Figure 1. Signal wires on met1 (run 1).
(4 px per um)
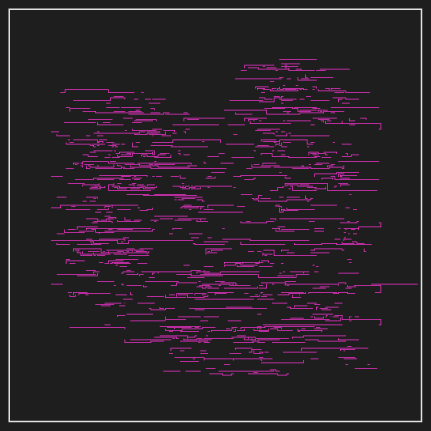
Figure 2. Close-up of the layout (run 1).
Region (13, 65) to (38, 90) um. Cells in gray, sequential cells in the stronger gray; small squares are vias.
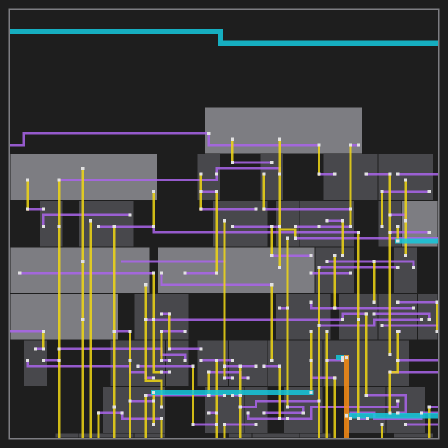
Figure 3. Cells colored by class (run 1).
(4 px per um)
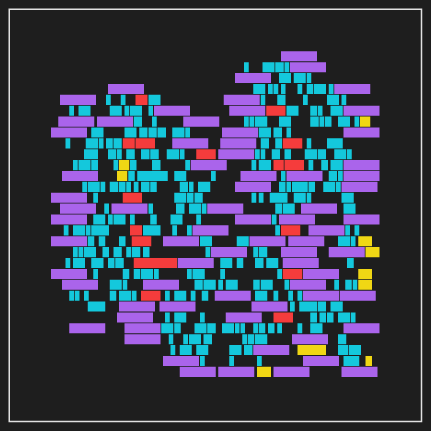
Figure 4. Drive-strength map (run 1).
(4 px per um)
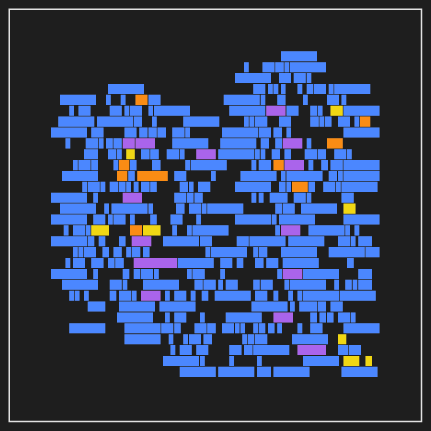
<file path="config.mk">
export PLATFORM = sky130hd
export DESIGN_NAME = pp_input_conditioner
export DESIGN_NICKNAME = d
export VERILOG_FILES = /design/src/rtl/pp_input_conditioner.sv
export SDC_FILE = /design/constraint.sdc
export NUM_CORES = 1
export LEC_CHECK = 0
export CORE_MARGIN = 10
export CORE_UTILIZATION = 50
export CTS_BUF_LIST = sky130_fd_sc_hd__clkbuf_4 sky130_fd_sc_hd__clkbuf_8
export CTS_CLUSTER_SIZE = 12
export DETAILED_ROUTE_END_ITERATION = 6
export PLACE_DENSITY = 0.64
export SYNTH_ARGS = -nofsm -noshare
export SYNTH_HDL_FRONTEND = slang
export SYNTH_SLANG_ARGS = --single-unit
</file>
<file path="constraint.sdc">
create_clock -name clk -period 2.57 [get_ports clk]
set_clock_uncertainty 0.2 [all_clocks]
set_input_delay 0.6425 -clock clk [delete_from_list [all_inputs] [get_ports clk]]
set_output_delay 0.6425 -clock clk [all_outputs]
set_load 0.01 [all_outputs]
</file>
<file path="src/rtl/pp_input_conditioner.sv">
// Button synchroniser/debouncer, press-flag latch and step tick for pong.
// Define PP_SPEEDUP_EN to shrink the step period on each returned ball.
module pp_input_conditioner #(
  parameter int unsigned DEBOUNCE_CYCLES = 500000,
  parameter int unsigned TICK_DIV        = 25000000,
  parameter int unsigned TICK_MIN        = 6250000,
  parameter int unsigned TICK_STEP       = 1000000
) (
  input  logic clk,
  input  logic reset,
  input  logic btn0_raw,
  input  logic btn1_raw,
  input  logic rally_clr,
  output logic D,
  output logic P0,
  output logic P1
);

  localparam int unsigned DW = $clog2(DEBOUNCE_CYCLES);
  localparam int unsigned TW = $clog2(TICK_DIV + 1);

  localparam logic [DW-1:0] DB_LAST =
    DW'(DEBOUNCE_CYCLES - 1);
  localparam logic [TW-1:0] PER_BASE =
    TW'(TICK_DIV);

  logic [1:0]         raw;
  logic [1:0]         s1_q;
  logic [1:0]         s2_q;
  logic [1:0]         lvl_q;
  logic [1:0]         lvl_d;
  logic [1:0][DW-1:0] dbc_q;
  logic [1:0][DW-1:0] dbc_d;
  logic [1:0]         press;
  logic [1:0]         flag_q;
  logic [1:0]         flag_d;
  logic [TW-1:0]      cnt_q;
  logic [TW-1:0]      cnt_d;
  logic [TW-1:0]      period;
  logic               d_q;
  logic               d_d;

  assign raw = {btn1_raw, btn0_raw};

  // two-flop synchroniser for the raw buttons
  always_ff @(posedge clk or negedge reset) begin
    if (!reset) begin
      s1_q <= '0;
      s2_q <= '0;
    end else begin
      s1_q <= raw;
      s2_q <= s1_q;
    end
  end

  // accept a new level only after an unbroken run of mismatches
  always_comb begin
    lvl_d = lvl_q;
    dbc_d = dbc_q;
    for (int i = 0; i < 2; i++) begin
      if (s2_q[i] != lvl_q[i]) begin
        if (dbc_q[i] == DB_LAST) begin
          lvl_d[i] = s2_q[i];
          dbc_d[i] = '0;
        end else begin
          dbc_d[i] = dbc_q[i] + DW'(1);
        end
      end else begin
        dbc_d[i] = '0;
      end
    end
  end

  assign press = ~lvl_q & lvl_d;

  // a step consumes the flag; a press on that same edge re-arms it
  always_comb begin
    flag_d = flag_q | press;
    if (d_q) begin
      flag_d = press;
    end
  end

  // debounced levels, counters and press flags
  always_ff @(posedge clk or negedge reset) begin
    if (!reset) begin
      lvl_q  <= '0;
      dbc_q  <= '0;
      flag_q <= '0;
    end else begin
      lvl_q  <= lvl_d;
      dbc_q  <= dbc_d;
      flag_q <= flag_d;
    end
  end

  // >= so a period shrinking below cnt fires at once
  always_comb begin
    cnt_d = cnt_q + TW'(1);
    d_d   = 1'b0;
    if (cnt_q >= period - TW'(1)) begin
      cnt_d = '0;
      d_d   = 1'b1;
    end
  end

  // step tick counter and registered step enable
  always_ff @(posedge clk or negedge reset) begin
    if (!reset) begin
      cnt_q <= '0;
      d_q   <= 1'b0;
    end else begin
      cnt_q <= cnt_d;
      d_q   <= d_d;
    end
  end

`ifdef PP_SPEEDUP_EN
  localparam logic [32:0] FLOOR =
    33'(TICK_MIN) + 33'(TICK_STEP);

  logic [TW-1:0] period_q;
  logic [TW-1:0] period_d;

  // rally end restores base speed and beats a same-edge shrink
  always_comb begin
    period_d = period_q;
    if (rally_clr) begin
      period_d = PER_BASE;
    end else if (d_q && (flag_q != 2'b00)) begin
      if (33'(period_q) >= FLOOR) begin
        period_d = period_q - TW'(TICK_STEP);
      end else begin
        period_d = TW'(TICK_MIN);
      end
    end
  end

  // current step period
  always_ff @(posedge clk or negedge reset) begin
    if (!reset) begin
      period_q <= PER_BASE;
    end else begin
      period_q <= period_d;
    end
  end

  assign period = period_q;
`else
  logic unused_rally;

  assign period       = PER_BASE;
  assign unused_rally = rally_clr;
`endif

  assign D  = d_q;
  assign P0 = flag_q[0];
  assign P1 = flag_q[1];

endmodule

</file>
==> summary.log, run 1 <==
qor: pwr.irDropWorstVdd 289 uV
qor: logic_synthesis.post_synth_main_area_contributors sky130_fd_sc_hd__dfrtp_1 (53%), sky130_fd_sc_hd__nor2_1 (8.5%), sky130_fd_sc_hd__xor2_1 (8.5%), sky130_fd_sc_hd__xnor2_1 (6.4%), sky130_fd_sc_hd__nand3_1 (3.7%)
qor: cts.numCtsBuffers 9
qor: detailed_routing.totalWireLength 5680 um
qor: logic_synthesis.yosys.area.top_type_share 52.7%
qor: cts.clk_root_buffer_cell sky130_fd_sc_hd__clkbuf_8
qor: cts.max-clock-path-buffers 2
qor: detailed_routing.remaining_drc_errors 0
qor: floorplanning.die_area 10500 sq um
qor: logic_synthesis.synthesized_nets 348
qor: run.log.warning_count 27
qor: critical_path.crit_slowest_cell sky130_fd_sc_hd__nor4_4
qor: cts.post-cts-setup-buffer-count 0
qor: final_timing.worst_slack 0.422 ns
qor: logic_synthesis.synth_warnings 0
qor: cells_and_area.comb_area_share 40.3%
qor: critical_path.crit_path_max_incr_delay 0.45 ns
qor: cts.clock_latency 0.35 ns
qor: logic_synthesis.synth-seq-area-share 52.7%
qor: final_timing.final_slew_violations 0
qor: critical_path.crit_chain ha_1 > nand4_1 > nor4_4 > nand4_1 > xor2_1 > nor2_1
qor: cells_and_area.n_all_buffers 10
qor: pwr.seq-power 1.15 mW
qor: logic_synthesis.postSynth.asyncResetShare 100%
qor: cells_and_area.share_of_final_layout_standard_cells_stronger_than_drive_strength_1 8.66%
qor: pwr.fraction_of_power_consumed_by_the_clock_network 43.9%
qor: logic_synthesis.yosysUniqueCellTypes 38
qor: final_timing.rsz_0062_raised_after_global_routing no
qor: place.dpl_worst_slack 0.415 ns
qor: floorplanning.io_pins 8
qor: cts.cts_tree yes
qor: logic_synthesis.syn_avg_cell_area 10.1 sq um
qor: cts.post_cts_resize_count 0
qor: detailed_routing.post_drt_via_cell_ratio 5.30
qor: cells_and_area.final-clk-cell-share 5.71%
qor: place.numPlacedInstances 422
qor: floorplanning.effective_utilization_at_floorplan 50.9%
qor: place.dpl.hpwl 3820 um
qor: place.gp_congestion 0.812
qor: final_timing.tns 0 ns
qor: cells_and_area.layout.core_utilization 56.1%
qor: floorplanning.die_h 103 um
qor: final_timing.fmax 466 MHz
qor: final_timing.fin_hold_ws 0.0379 ns
qor: final_timing.finalSetupViolations 0
qor: logic_synthesis.yosys_area 3420 sq um
qor: floorplanning.chipWidth 103 um
qor: cells_and_area.num-multi-input-gates 251
qor: critical_path.end_kind flip-flop
qor: critical_path.worst-setup-path-type flip-flop to flip-flop
qor: place.portBuffers 6
qor: detailed_routing.via_count 2320
qor: pwr.power.share.combinational 2.6%
qor: cells_and_area.mi_logic_area 1520 sq um
qor: final_timing.worst_pin_slew 0.611 ns
qor: floorplanning.core_area 6720 sq um
qor: pwr.power.group.top registers
qor: global_routing.grt_use_met2 18.6%
qor: detailed_routing.dr.pass1.iters 6
qor: pwr.power.share.switching 22.5%
qor: detailed_routing.routed_wire_length_per_instance 13.0 um
qor: critical_path.setup.worst_path.start_class flip-flop
qor: logic_synthesis.yosys-top-cells-count sky130_fd_sc_hd__nor2_1 (77), sky130_fd_sc_hd__dfrtp_1 (72), sky130_fd_sc_hd__xor2_1 (33)
qor: cells_and_area.inverters 9
qor: logic_synthesis.synth-main-ff-cell sky130_fd_sc_hd__dfrtp_1
qor: pwr.combinationalPower 0.0551 mW
qor: pwr.leakage 1.64 nW
qor: cells_and_area.filler_cell_count 595
qor: critical_path.critical_path_required 2.59 ns
qor: cts.cts_htree_levels 3
qor: detailed_routing.drt-initial-drc-count 79
qor: detailed_routing.antenna_violating_nets_post_route 0
qor: pwr.power.clock.total 0.944 mW
qor: pwr.p_int 1.67 mW
qor: cells_and_area.largestClassByArea registers
qor: critical_path.worst-path-max-fanout 6
qor: pwr.total_power 2.15 mW
qor: cells_and_area.flow.area_growth_from_synthesis 10.2%
qor: worst_hold_path.hold_path_class input pin to asynchronous set/reset pin
qor: global_routing.grt-ovfl-total 0
qor: logic_synthesis.yosys_register_bits 72
qor: cells_and_area.layout.cells.non_filler 438
qor: global_routing.wire_length_of_the_first_global_routing_pass 10300 um
qor: logic_synthesis.postSynthCellCount 340
qor: cells_and_area.finished_layout_cell_area 3770 sq um
qor: pwr.share_seq_of_total_power 53.6%
qor: run_status.status completed
qor: final_timing.min_period_over_period 83.6%
qor: pwr.power.density_cell_area 571 nW/um^2
qor: cells_and_area.insertedDiodeCount 0
qor: cells_and_area.seq_area_share 47.8%
qor: run.max_cap_violations 0
qor: logic_synthesis.post_synth_instance_area 3420 sq um
qor: pwr.switching_power 0.483 mW
qor: global_routing.grt_busiest_layer met2
qor: logic_synthesis.synth_top_cell_by_area sky130_fd_sc_hd__dfrtp_1
qor: floorplanning.floorplan_row_count 30
qor: floorplanning.number_of_tap_cells_added_at_floorplan 80
qor: cts.ctsHoldBuffers 0
qor: logic_synthesis.yosys.cell_count.top_type sky130_fd_sc_hd__nor2_1
qor: global_routing.gr-usage-met3 2.35%
qor: critical_path.reg2regPathDepth 6
qor: cells_and_area.seq_area 1800 sq um
qor: critical_path.path_common_cell sky130_fd_sc_hd__nand4_1
qor: global_routing.grt.met1_usage 16.2%
qor: cts.clk_pin_slew_worst_paths 0.09 ns
qor: cells_and_area.layout.clock_buffers 11
qor: global_routing.grt_max_degree 50
qor: cells_and_area.number_of_nets_in_the_layout 361
qor: logic_synthesis.synth-edff-count 0
qor: cells_and_area.signal_buffer_area_fraction 2.59%
qor: cts.clock_sink_total 72
qor: final_timing.final_hold_viol_count 0
qor: place.detailed_place.area 3550 sq um
qor: global_routing.global_route.usage.total 12.1%
qor: critical_path.crit_path_arrival_time 2.17 ns
qor: final_timing.post-route-min-period 2.15 ns
qor: global_routing.number_of_global_route_vias_before_repair 2296
qor: final_timing.worst_slew_margin_rel 58.9%
qor: global_routing.antenna_found_initial 0
qor: cells_and_area.ff_count 72
qor: logic_synthesis.yosys_cells 340
## Picture notes: Figure 1
longest straight run = 19.8 um
nets with wire on the layer = 328
wire length on this layer = 2890 um

## Picture notes: Figure 2
met2 -> yellow
met3 -> cyan
met4 -> orange
met1 -> purple
most frequent = nor2_1 (7), dfrtp_1 (5), xnor2_1 (4)
sequential cells in the window = 5
cells with their middle in the window = 35
netlist names of flops here include = cnt_q (5)

## Picture notes: Figure 3
flip-flops -> purple  # cells 72, share of their area 49%
all other logic -> cyan  # cells 260, share of their area 42%
clock drivers and dummy loads -> red  # cells 16, share of their area 5.9%
other buffers and delay cells -> yellow  # cells 10, share of their area 2.7%

## Picture notes: Figure 4
drive 3 to 4 -> orange  # cells 9, share 2.5%, most used buf_4
drive 1 or less -> blue  # cells 327, share 91%, most used nor2_1
drive 6 and up -> purple  # cells 14, share 3.9%, most used clkbuf_8
drive 2 -> yellow  # cells 8, share 2.2%, most used or2_2

## run 1: metal layers
metal,vias to the layer above,part of all wire (%)
met5,-,0
met2,30,44
met3,11,3.6
li1,1173,-
met1,1106,51
met4,0,1.8
## run 1: flip-flops by register name, indices dropped and copies added, names as in the netlist
signal / flops
dbc_q: 38
lvl_q: 2
D: 1
s1_q: 2
flag_q: 2
cnt_q: 25
s2_q: 2
## run 1: cell families (layout without fill, tap and decap cells)
logic type,count (synthesis),in the layout,share of synthesized area (%)
compound gates,8,8,1.39
buf+inv,17,35,2.89
mux,1,1,0.329
simple gates,181,181,26.7
flops,72,72,52.7
fa+ha+maj,3,3,1.10
xor+xnor,58,58,14.9
## run 1: layout by cell type, fill, tap and decap left out, drive strengths merged
cell type,count
ha,3
nor4,8
nor4b,1
nand4b,1
clkinvlp,1
and2,2
xor2,33
nand3b,1
xnor2,25
or3,1
and3,6
or2,2
nor3,7
clkdlybuf4s50,5
dfrtp,72
nand2,21
nor4bb,1
and2b,1
mux2,1
a21oi,1
nand3,25
o21ai,5
nand2b,1
nand4,19
and4,6
clkinv,2
bufinv,1
clkbuf,11
buf,5
a41oi,1
and3b,1
inv,10
nor2,77
o32ai,1
## run 1: final timing paths
check                      slack (ns)  startpoint        end
max                              0.42    cnt_q[0]  cnt_q[22]
min                              0.04       reset   lvl_q[1]
max reg2reg                      0.42    cnt_q[0]  cnt_q[22]
min reg2reg                      0.15     s1_q[0]    s2_q[0]
max in group asynchronous        1.50       reset   cnt_q[1]
min in group clk                 0.15     s1_q[0]    s2_q[0]
## run 1: critical path: cells and delay by family (launching register included)
kind          cells  cell delay [ns]
simple gates      4             0.94
flops             1             0.44
fa+ha+maj         1             0.29
xor+xnor          1             0.16
==> run 1 -> run 2 <==
Settings changed: PLACE_DENSITY 0.64 to 0.66.
Clock period 2.57 ns to 1.8 ns, I/O delays scaled along.
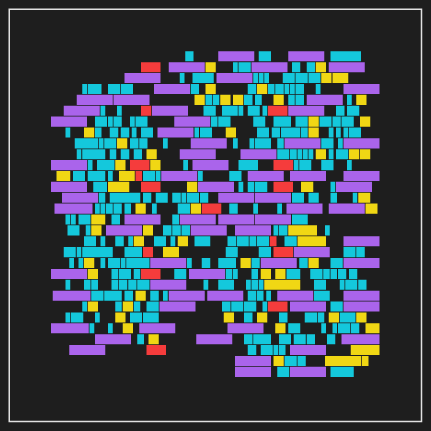
Figure 5: run 2, cells colored by class.
(4 px per um)
flip-flops -> purple  # cells 72, share of their area 42%
other buffers and delay cells -> yellow  # cells 63, share of their area 13%
all other logic -> cyan  # cells 263, share of their area 41%
clock drivers and dummy loads -> red  # cells 15, share of their area 4.1%

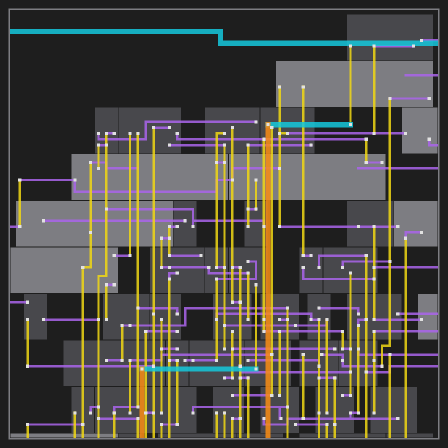
Figure 6: run 2, close-up of the layout.
Region (13, 65) to (38, 90) um. Cells in gray, sequential cells in the stronger gray; small squares are vias.

==> summary.log, run 2 <==
qor: critical_path.crit_path_arrival_time 1.85 ns [was 2.17 ns]
qor: cts.numCtsBuffers 9 [unchanged]
qor: logic_synthesis.synth_top_cell_by_area sky130_fd_sc_hd__dfrtp_1 [unchanged]
qor: global_routing.gr-usage-met3 2.35% [unchanged]
qor: detailed_routing.antenna_violating_nets_post_route 0 [unchanged]
qor: cells_and_area.filler_cell_count 506 [was 595]
qor: run_status.failing_checks setup timing
qor: final_timing.worst_slew_margin_rel 67.3% [was 58.9%]
qor: logic_synthesis.yosys_register_bits 72 [unchanged]
qor: logic_synthesis.yosys_area 3420 sq um [unchanged]
qor: cells_and_area.layout.cells.most_common sky130_fd_sc_hd__dfrtp_1 [was sky130_fd_sc_hd__nor2_1]
qor: pwr.irDropWorstVdd 353 uV [was 289 uV]
qor: final_timing.rsz_0062_raised_after_global_routing yes [was no]
qor: pwr.total_power 2.93 mW [was 2.15 mW]
qor: place.detailed_place.area 3910 sq um [was 3550 sq um]
qor: floorplanning.chipWidth 103 um [unchanged]
qor: global_routing.grt-ovfl-total 0 [unchanged]
qor: cells_and_area.share_of_final_layout_standard_cells_stronger_than_drive_strength_1 31.7% [was 8.66%]
qor: global_routing.global_route.usage.total 12.9% [was 12.1%]
qor: floorplanning.floorplan_row_count 30 [unchanged]
qor: worst_hold_path.hold_path_class flip-flop to flip-flop [was input pin to asynchronous set/reset pin]
qor: final_timing.worst_pin_slew 0.486 ns [was 0.611 ns]
qor: worst_hold_path.worst_hold_startpoint s1_q[1]
qor: global_routing.grt_max_degree 73 [was 50]
qor: cts.cts_htree_levels 3 [unchanged]
qor: detailed_routing.totalWireLength 6740 um [was 5680 um]
qor: floorplanning.die_area 10500 sq um [unchanged]
qor: final_timing.min_period_over_period 101% [was 83.6%]
qor: detailed_routing.post_drt_via_cell_ratio 5.30 [about the same]
qor: critical_path.worst_path_dominant_cell_family simple AND/OR/NAND/NOR gates [unchanged]
qor: pwr.power.density_cell_area 660 nW/um^2 [was 571 nW/um^2]
qor: worst_hold_path.hold-path-endpoint s2_q[1]
qor: run_status.status complete, but fails checks [was completed]
qor: critical_path.crit_path_end dbc_q[25] [was cnt_q[22]]
qor: logic_synthesis.postSynth.asyncResetShare 100% [unchanged]
qor: floorplanning.die_h 103 um [unchanged]
qor: critical_path.worst-setup-path-type flip-flop to flip-flop [unchanged]
qor: run.max_cap_violations 0 [unchanged]
qor: critical_path.end_of_the_worst_register_to_register_path dbc_q[25] [was cnt_q[22]]
qor: critical_path.worst_setup_path_startpoint dbc_q[30] [was cnt_q[0]]
qor: cts.clk_root_buffer_cell sky130_fd_sc_hd__clkbuf_8 [unchanged]
qor: place.gp_congestion 0.862 [was 0.812]
qor: final_timing.finalSetupViolations 9 [was 0]
qor: critical_path.buffer_and_inverter_tally_for_the_worst_setup_path 1 [was 0]
qor: floorplanning.effective_utilization_at_floorplan 50.9% [unchanged]
qor: detailed_routing.drt-initial-drc-count 89 [was 79]
qor: cts.cts_tree yes [unchanged]
qor: global_routing.grt.met1_usage 16.1% [was 16.2%]
qor: logic_synthesis.yosys.area.top_type_share 52.7% [unchanged]
qor: detailed_routing.route.met2.wl 3300 um [was 2490 um]
qor: logic_synthesis.syn_avg_cell_area 10.1 sq um [unchanged]
qor: logic_synthesis.yosys_cells 340 [unchanged]
qor: global_routing.number_of_global_route_vias_before_repair 2564 [was 2296]
qor: global_routing.grt_use_met2 21.0% [was 18.6%]
qor: cells_and_area.number_of_nets_in_the_layout 417 [was 361]
qor: critical_path.critical_path_required 1.83 ns [was 2.59 ns]
qor: cells_and_area.number_of_flip_flops_in_the_largest_register 38 [unchanged]
qor: cells_and_area.final_cell_mix sky130_fd_sc_hd__dfrtp_1 (68), sky130_fd_sc_hd__nor2_1 (49), sky130_fd_sc_hd__buf_4 (47) [was sky130_fd_sc_hd__nor2_1 (77), sky130_fd_sc_hd__dfrtp_1 (72), sky130_fd_sc_hd__xor2_1 (33)]
qor: final_timing.worst_slack -0.0247 ns [was 0.422 ns]
qor: logic_synthesis.synth_warnings 0 [unchanged]
qor: global_routing.antenna_found_initial 0 [unchanged]
qor: final_timing.final_slew_violations 0 [unchanged]
qor: cts.clock_latency 0.34 ns [was 0.35 ns]
qor: floorplanning.core_area 6720 sq um [unchanged]
qor: logic_synthesis.yosys-top-cells-count sky130_fd_sc_hd__nor2_1 (77), sky130_fd_sc_hd__dfrtp_1 (72), sky130_fd_sc_hd__xor2_1 (33) [unchanged]
## run 2: cell counts after synthesis
No cell type changed its count.
## run 2: cell type report
type | instances | area [sq um] | area share, %
Sequential cell | 72 | 1810 | 40.7
Multi-Input combinational cell | 254 | 1750 | 39.4
Timing Repair Buffer | 63 | 573 | 12.9
Clock buffer | 12 | 159 | 3.58
Tap cell | 80 | 100 | 2.25
Inverter | 9 | 33.8 | 0.761
Clock inverter | 3 | 17.5 | 0.395
## run 2: logic make-up (layout without fill, tap and decap cells)
| kind of cell | Yosys count | in the layout | share of synthesized area [%] |
|---|---|---|---|
| xor gates and xnor gates | 58 | 58 | 14.9 |
| adders and majority gates | 3 | 3 | 1.10 |
| DFF | 72 | 72 | 52.7 |
| buffers and inverters | 17 | 87 | 2.89 |
| muxes | 1 | 1 | 0.329 |
| and+or+nand+nor | 181 | 184 | 26.7 |
| AOI/OAI and AO/OA | 8 | 8 | 1.39 |
## run 2: where the power goes
| group | switching [mW] | internal [mW] | total, mW |
|---|---|---|---|
| Clock | 0.568 | 0.579 | 1.15 |
| Combinational | 0.0778 | 0.0616 | 0.139 |
| Sequential | 0.00993 | 1.63 | 1.64 |
## run 2: timing repair
action	4_1_cts	5_1_grt
resized	6	59
gates cloned	2	4
pin swaps	2	29
buffers inserted	1	7
hold buffers	1	0
endpoints found under the setup margin	40	65
hold endpoints to repair	72	0
## run 2: metrics by stage
step	worst slack [ns]	TNS [ns]	hold slack, ns	instances	utilization, %
detailed placement	-0.0593	-1.48	0.135	464	58.1
finish	-0.0247	-0.154	0.149	493	66.1
floorplan	-0.114	-1.25	-0.0456	340	-
CTS	0.00571	0	0.150	483	61.4
global placement	-0.0475	-0.749	0.133	464	58.1
global route	-0.146	-4.24	0.171	493	66.1
Power and IR drop assume default switching activity.
